`src/rtl/truth_table_sequencer.sv`:
```
// Truth-table sequencer: sweeps every input row of a selected 3- or 4-input
// combinational table, captures the returned Y bits, counts ones and compares
// the captured table against a golden pattern latched at start.
module truth_table_sequencer (
    input  logic        clk,
    input  logic        rst_n,
    input  logic        start,
    input  logic        abort,
    input  logic [1:0]  sel,
    input  logic [15:0] expected,
    input  logic        y_in,
    output logic [3:0]  abcd,
    output logic [1:0]  table_sel,
    output logic        busy,
    output logic        done,
    output logic [15:0] result,
    output logic [4:0]  ones,
    output logic        mismatch,
    output logic [3:0]  err_idx,
    output logic [2:0]  dbg_state
);

    typedef enum logic [2:0] {
        IDLE   = 3'd0,
        DRIVE  = 3'd1,
        SAMPLE = 3'd2,
        CHECK  = 3'd3,
        DONE   = 3'd4
    } state_t;

    state_t      state_q, state_d;
    logic [3:0]  idx_q, idx_d;
    logic [3:0]  abcd_q, abcd_d;
    logic [1:0]  table_sel_q, table_sel_d;
    logic [15:0] exp_q, exp_d;
    logic        busy_q, busy_d;
    logic        done_q, done_d;
    logic [15:0] result_q, result_d;
    logic [4:0]  ones_q, ones_d;
    logic        mismatch_q, mismatch_d;
    logic [3:0]  err_idx_q, err_idx_d;

    // Odd sel values select the 3-input tables (8 rows, D tied low).
    logic        short_tbl;
    logic [3:0]  last_row;
    logic [3:0]  next_idx;
    logic [15:0] row_mask;
    logic [15:0] diff;

    assign short_tbl = table_sel_q[0];
    assign last_row  = short_tbl ? 4'd7 : 4'd15;
    assign next_idx  = idx_q + 4'd1;
    assign row_mask  = short_tbl ? 16'h00FF : 16'hFFFF;
    assign diff      = (result_q ^ exp_q) & row_mask;

    // Next-state and next-output computation; abort outranks every transition.
    always_comb begin
        state_d     = state_q;
        idx_d       = idx_q;
        abcd_d      = abcd_q;
        table_sel_d = table_sel_q;
        exp_d       = exp_q;
        result_d    = result_q;
        ones_d      = ones_q;
        mismatch_d  = mismatch_q;
        err_idx_d   = err_idx_q;
        done_d      = 1'b0;

        if (abort && (state_q != IDLE)) begin
            // Partial result and ones are kept; mismatch was cleared at start.
            state_d = IDLE;
        end else begin
            case (state_q)
                IDLE: begin
                    if (start) begin
                        table_sel_d = sel;
                        exp_d       = expected;
                        result_d    = 16'h0000;
                        ones_d      = 5'd0;
                        mismatch_d  = 1'b0;
                        err_idx_d   = 4'd0;
                        idx_d       = 4'd0;
                        abcd_d      = 4'd0;   // row 0 encodes to 0 for both widths
                        state_d     = DRIVE;
                    end
                end
                DRIVE: begin
                    // abcd is already stable; one cycle for the table to settle.
                    state_d = SAMPLE;
                end
                SAMPLE: begin
                    result_d[idx_q] = y_in;
                    if (y_in) begin
                        ones_d = ones_q + 5'd1;
                    end
                    if (idx_q == last_row) begin
                        state_d = CHECK;
                    end else begin
                        idx_d   = next_idx;
                        abcd_d  = short_tbl ? {next_idx[2:0], 1'b0} : next_idx;
                        state_d = DRIVE;
                    end
                end
                CHECK: begin
                    mismatch_d = |diff;
                    err_idx_d  = 4'd0;
                    for (int i = 15; i >= 0; i--) begin
                        if (diff[i]) begin
                            err_idx_d = 4'(i);
                        end
                    end
                    done_d  = 1'b1;
                    state_d = DONE;
                end
                DONE: begin
                    state_d = IDLE;
                end
                default: begin
                    state_d = IDLE;
                end
            endcase
        end

        busy_d = (state_d != IDLE);
    end

    // Single state/output register bank with synchronous active-low reset.
    always_ff @(posedge clk) begin
        if (!rst_n) begin
            state_q     <= IDLE;
            idx_q       <= 4'd0;
            abcd_q      <= 4'd0;
            table_sel_q <= 2'd0;
            exp_q       <= 16'h0000;
            busy_q      <= 1'b0;
            done_q      <= 1'b0;
            result_q    <= 16'h0000;
            ones_q      <= 5'd0;
            mismatch_q  <= 1'b0;
            err_idx_q   <= 4'd0;
        end else begin
            state_q     <= state_d;
            idx_q       <= idx_d;
            abcd_q      <= abcd_d;
            table_sel_q <= table_sel_d;
            exp_q       <= exp_d;
            busy_q      <= busy_d;
            done_q      <= done_d;
            result_q    <= result_d;
            ones_q      <= ones_d;
            mismatch_q  <= mismatch_d;
            err_idx_q   <= err_idx_d;
        end
    end

    assign abcd      = abcd_q;
    assign table_sel = table_sel_q;
    assign busy      = busy_q;
    assign done      = done_q;
    assign result    = result_q;
    assign ones      = ones_q;
    assign mismatch  = mismatch_q;
    assign err_idx   = err_idx_q;
    assign dbg_state = state_q;

endmodule

```
`config.mk`:
```
export PLATFORM = sky130hd
export DESIGN_NAME = truth_table_sequencer
export DESIGN_NICKNAME = d
export VERILOG_FILES = /design/src/rtl/truth_table_sequencer.sv
export SDC_FILE = /design/constraint.sdc
export NUM_CORES = 1
export LEC_CHECK = 0
export CAP_MARGIN = 20
export CORE_ASPECT_RATIO = 0.6
export CORE_MARGIN = 1.5
export CORE_UTILIZATION = 25
export CTS_CLUSTER_SIZE = 30
export DETAILED_ROUTE_END_ITERATION = 16
export DONT_BUFFER_PORTS = 1
export MAX_ROUTING_LAYER = met4
export PLACE_DENSITY = 0.37
export SKIP_CTS_REPAIR_TIMING = 1
export SLEW_MARGIN = 15
export SYNTH_ARGS = -nofsm -noshare
export SYNTH_HDL_FRONTEND = slang
export SYNTH_SLANG_ARGS = --single-unit
```
`constraint.sdc`:
```
create_clock -name clk -period 1.6 [get_ports clk]
set_input_delay 0.16 -clock clk [delete_from_list [all_inputs] [get_ports clk]]
set_output_delay 0.16 -clock clk [all_outputs]
set_load 0.01 [all_outputs]
```
Figure 1. Layout detail (run 1).
Window x 15 to 55, y 44 to 84 µm. Cells in grey, sequential cells in the stronger grey; small squares are vias.
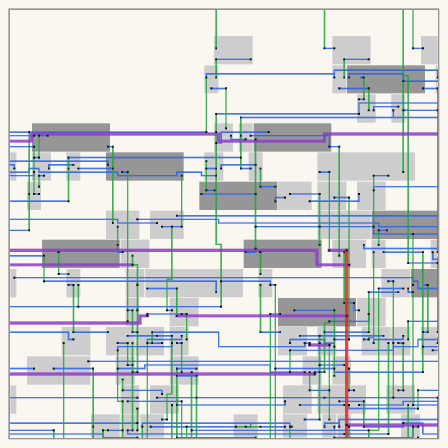
Blue shows met1. Red shows met4. Purple shows met3. Green shows met2.
Netlist names of flops here include result (5), exp_q (4). 68 logic cells have their middle in the window. Sequential cells in the window: 9. Most frequent: nand2_1 (9), dfxtp_1 (9), buf_4 (8).

Figure 2. Wires at chosen ports, followed through buffers (run 1).
The bar under the picture is 50 µm long.
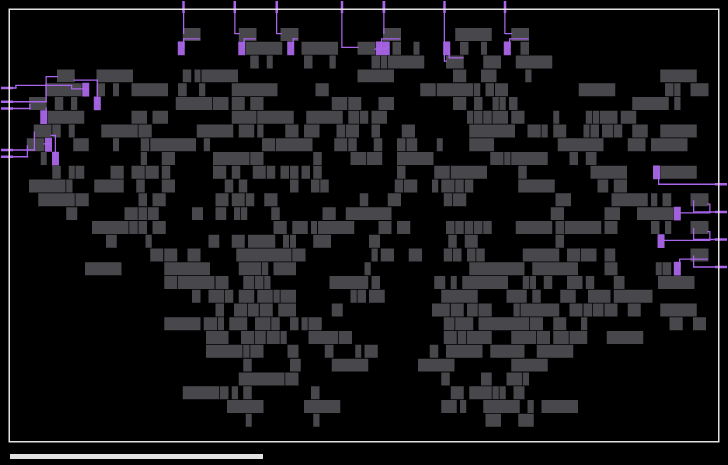
Purple shows expected, bits 16, direction input, end cells 16, buffers 14, wire 202 µm.
IO Count: 60
IO buf count: 0

Figure 3. Clock routing (run 1).
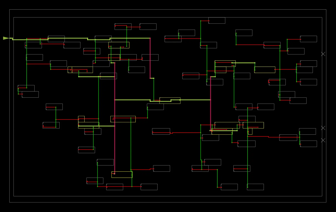
flop count: 57
Sink Count: 57
Clock Skew: 2.81 ps
clk_lat worst skew: 330 ps
clock buffer count: 11

Figure 4. Where the registers sit (run 1).
The bar under the picture is 50 µm long.
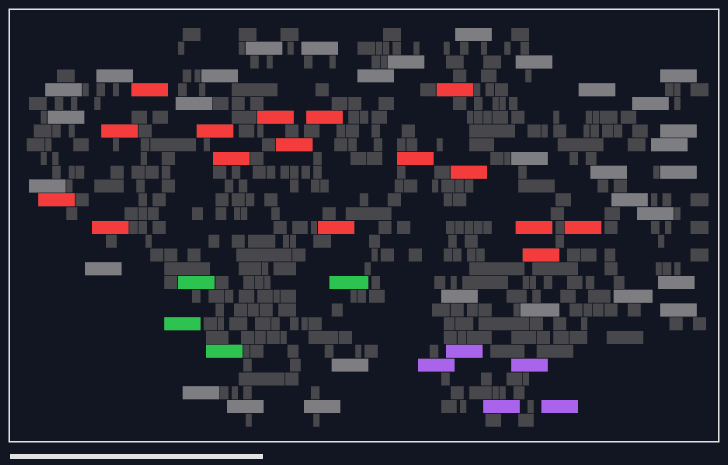
Red shows result, flops 16. Green shows idx_q, flops 4. Purple shows ones, flops 5.
Util after Layout: 36.5%
Seq/total area: 29.2%
FF+latch area: 0.00114 mm²

==> changes_impl.md, run 1 <==
### Metrics

* Clock-pin slew on the worst setup and hold paths at 50 ps
* Final Worst Setup Slack at 64.1 ps
* Cycle use final at 96.0%
* GRT met3 Usage at 5.81%
* Top cells by area: dfxtp_1 41%, a21oi_1 8.7%, nand2_1 7.6%
* Synth Area in Simple Gates at 22.3%
* Worst rel slew slack at 73.7%
* Worst vdd ir at 0.593 mV
* Worst endpoint required time at 1820 ps
* RSZ-0062 raised after global routing: true
* Final Hold Vio Count at 4
* Final std cells w/o fill at 558
* Syn. warnings at 0
* Met1 Usage GRT at 23.3%
* Vias in the first global route at 2563
* Critical path class: reg -> reg
* Residual DRC count at 3
* Mux area share at 0.713%
* Via count at 2622
* Mean routed wirelength per cell at 16.3 µm
* Syn avg cell area at 8.09 µm²
* Highest-count logic cell in the final layout: nand2_1
* Most Frequent Cell on Critical Path: buf_4
* Placed Area at 0.00339 mm²
* Outcome: finished, violations left
* WHS at -11.0 ps
* Comb pwr share at 10.4%
* Slowest stage cell, crit path: dfxtp_1
* Reg2reg start: result[6]
* R2R Path End: mismatch
* Die area at 0.0119 mm²
* Setup TNS at 0 ps
* Die Span Y at 85.1 µm
* Max Buffers Root-to-Sink at 2
* Total power divided by cell area at 1030 mW/mm²
* Mapped Area at 0.00281 mm²
* Critical path peak fanout at 3
* Count of tool warnings at 30
* Worst hold path stage count at 2
* Fin crit period at 1540 ps
* Failing checks: DRC, hold timing
* CTS tree: yes
* Setup crit end: mismatch
* Initial drt markers at 191
* Core ar. at 0.0107 mm²
* Cell type with the largest total area: dfxtp_1
* Antenna diodes at 0
* Final setup vio count at 0
* Gate Count Post-Synth at 347
* Final non-clock buffer share at 16.1%
* Max Used Layer: met4
run 1: power by group through the flow:
stage / Sequential [mW] / Combinational [mW] / Clock (mW)
2_1_floorplan: 1.51 / 0.230 / 0
3_3_place_gp: 1.52 / 0.381 / 0
3_5_place_dp: 1.52 / 0.381 / 0
4_1_cts: 1.49 / 0.383 / 2.20
5_1_grt: 1.49 / 0.465 / 2.25
6_report: 1.49 / 0.421 / 2.14
run 1: registers in the layout, summed over array words and instances (netlist names):
register	count
done	1
result	16
mismatch	1
abcd	4
table_sel	2
err_idx	4
ones	5
dbg_state	3
idx_q	4
exp_q	16
busy	1
==> inputs of run 2 (changes only) <==
- PLACE_DENSITY: 0.37 -> 0.35
- SLEW_MARGIN: 15 -> not set
- clock period: 1.6 -> 2 ns (I/O delays scaled with it)
==> changes_impl.md, run 2 <==
### Metrics

* Outcome: finished, violations left
* Failing checks: DRC, hold timing
* Mux area share at 0.713%
* Cell type with the largest total area: dfxtp_1
* Residual DRC count at 6
* Syn. warnings at 0
* Seq/total area at 32.8%
* Max Used Layer: met4
* Final Worst Setup Slack at 290 ps
* Clk_lat worst skew at 330 ps
* Cycle use final at 85.5%
* Worst vdd ir at 0.395 mV
* Placed Area at 0.00307 mm²
* Mean routed wirelength per cell at 17.2 µm
* Antenna diodes at 0
* R2R Path End: mismatch
* Clock buffer count at 11
* Gate Count Post-Synth at 347
* Syn avg cell area at 8.09 µm²
* Die Span Y at 85.1 µm
* Final std cells w/o fill at 512
* Flop count at 57
* Final Hold Vio Count at 1
* Die area at 0.0119 mm²
* Core ar. at 0.0107 mm²
* Critical path class: reg -> reg
* Initial drt markers at 165
* Clock-pin slew on the worst setup and hold paths at 60 ps
* Setup crit end: mismatch
* WHS at -1.15 ps
* Util after Layout at 32.4%
* Final non-clock buffer share at 6.48%
* Final setup vio count at 0
* Via count at 2454
* Synth Area in Simple Gates at 22.3%
* Total power divided by cell area at 937 mW/mm²
* Max Buffers Root-to-Sink at 2
* CTS tree: yes
* Worst hold path stage count at 1
* Count of tool warnings at 29
* Worst endpoint required time at 2220 ps
[run 2: cell counts after synthesis]
No cell type changed its count.
[run 2: metal layers]
metal / vias up / track usage, %
met2: 68 / 19.3
met3: 2 / 7.00
met5: - / -
li1: 1256 / -
met4: 0 / 4.11
met1: 1128 / 23.6
[run 2: power by group]
group          switching, mW  internal (mW)
sequential            0.0286           1.17
clock                  0.538           1.25
combinational          0.170          0.106
total                  0.737           2.52
[run 2: worst reg2reg max path, stage by stage (launching register included)]
cell and delay, ps:
dfxtp_1 330, xnor2_1 300, nand2_1 150, nor3_1 390, nand3_1 140, a221o_1 300
Figure 5. Clock routing (run 2).
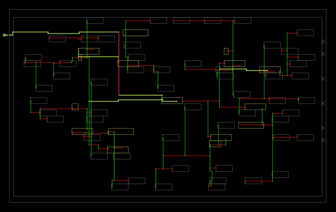
Clock Skew: 7.43 ps
Clk. pwr: 1.79 mW
cts bufs inserted: 9

Figure 6. Wires at chosen ports, followed through buffers (run 2).
The bar under the picture is 50 µm long.
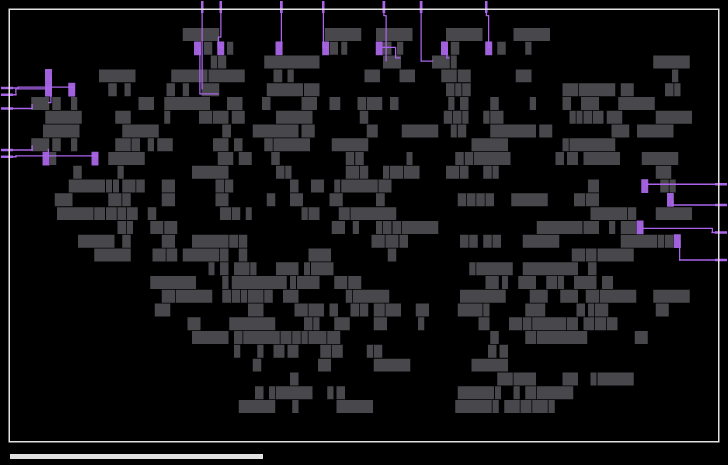
Purple shows expected, bits 16, direction input, end cells 16, buffers 5, wire 196 µm.

No activity file was given, so power comes from the tool's default toggle rates.
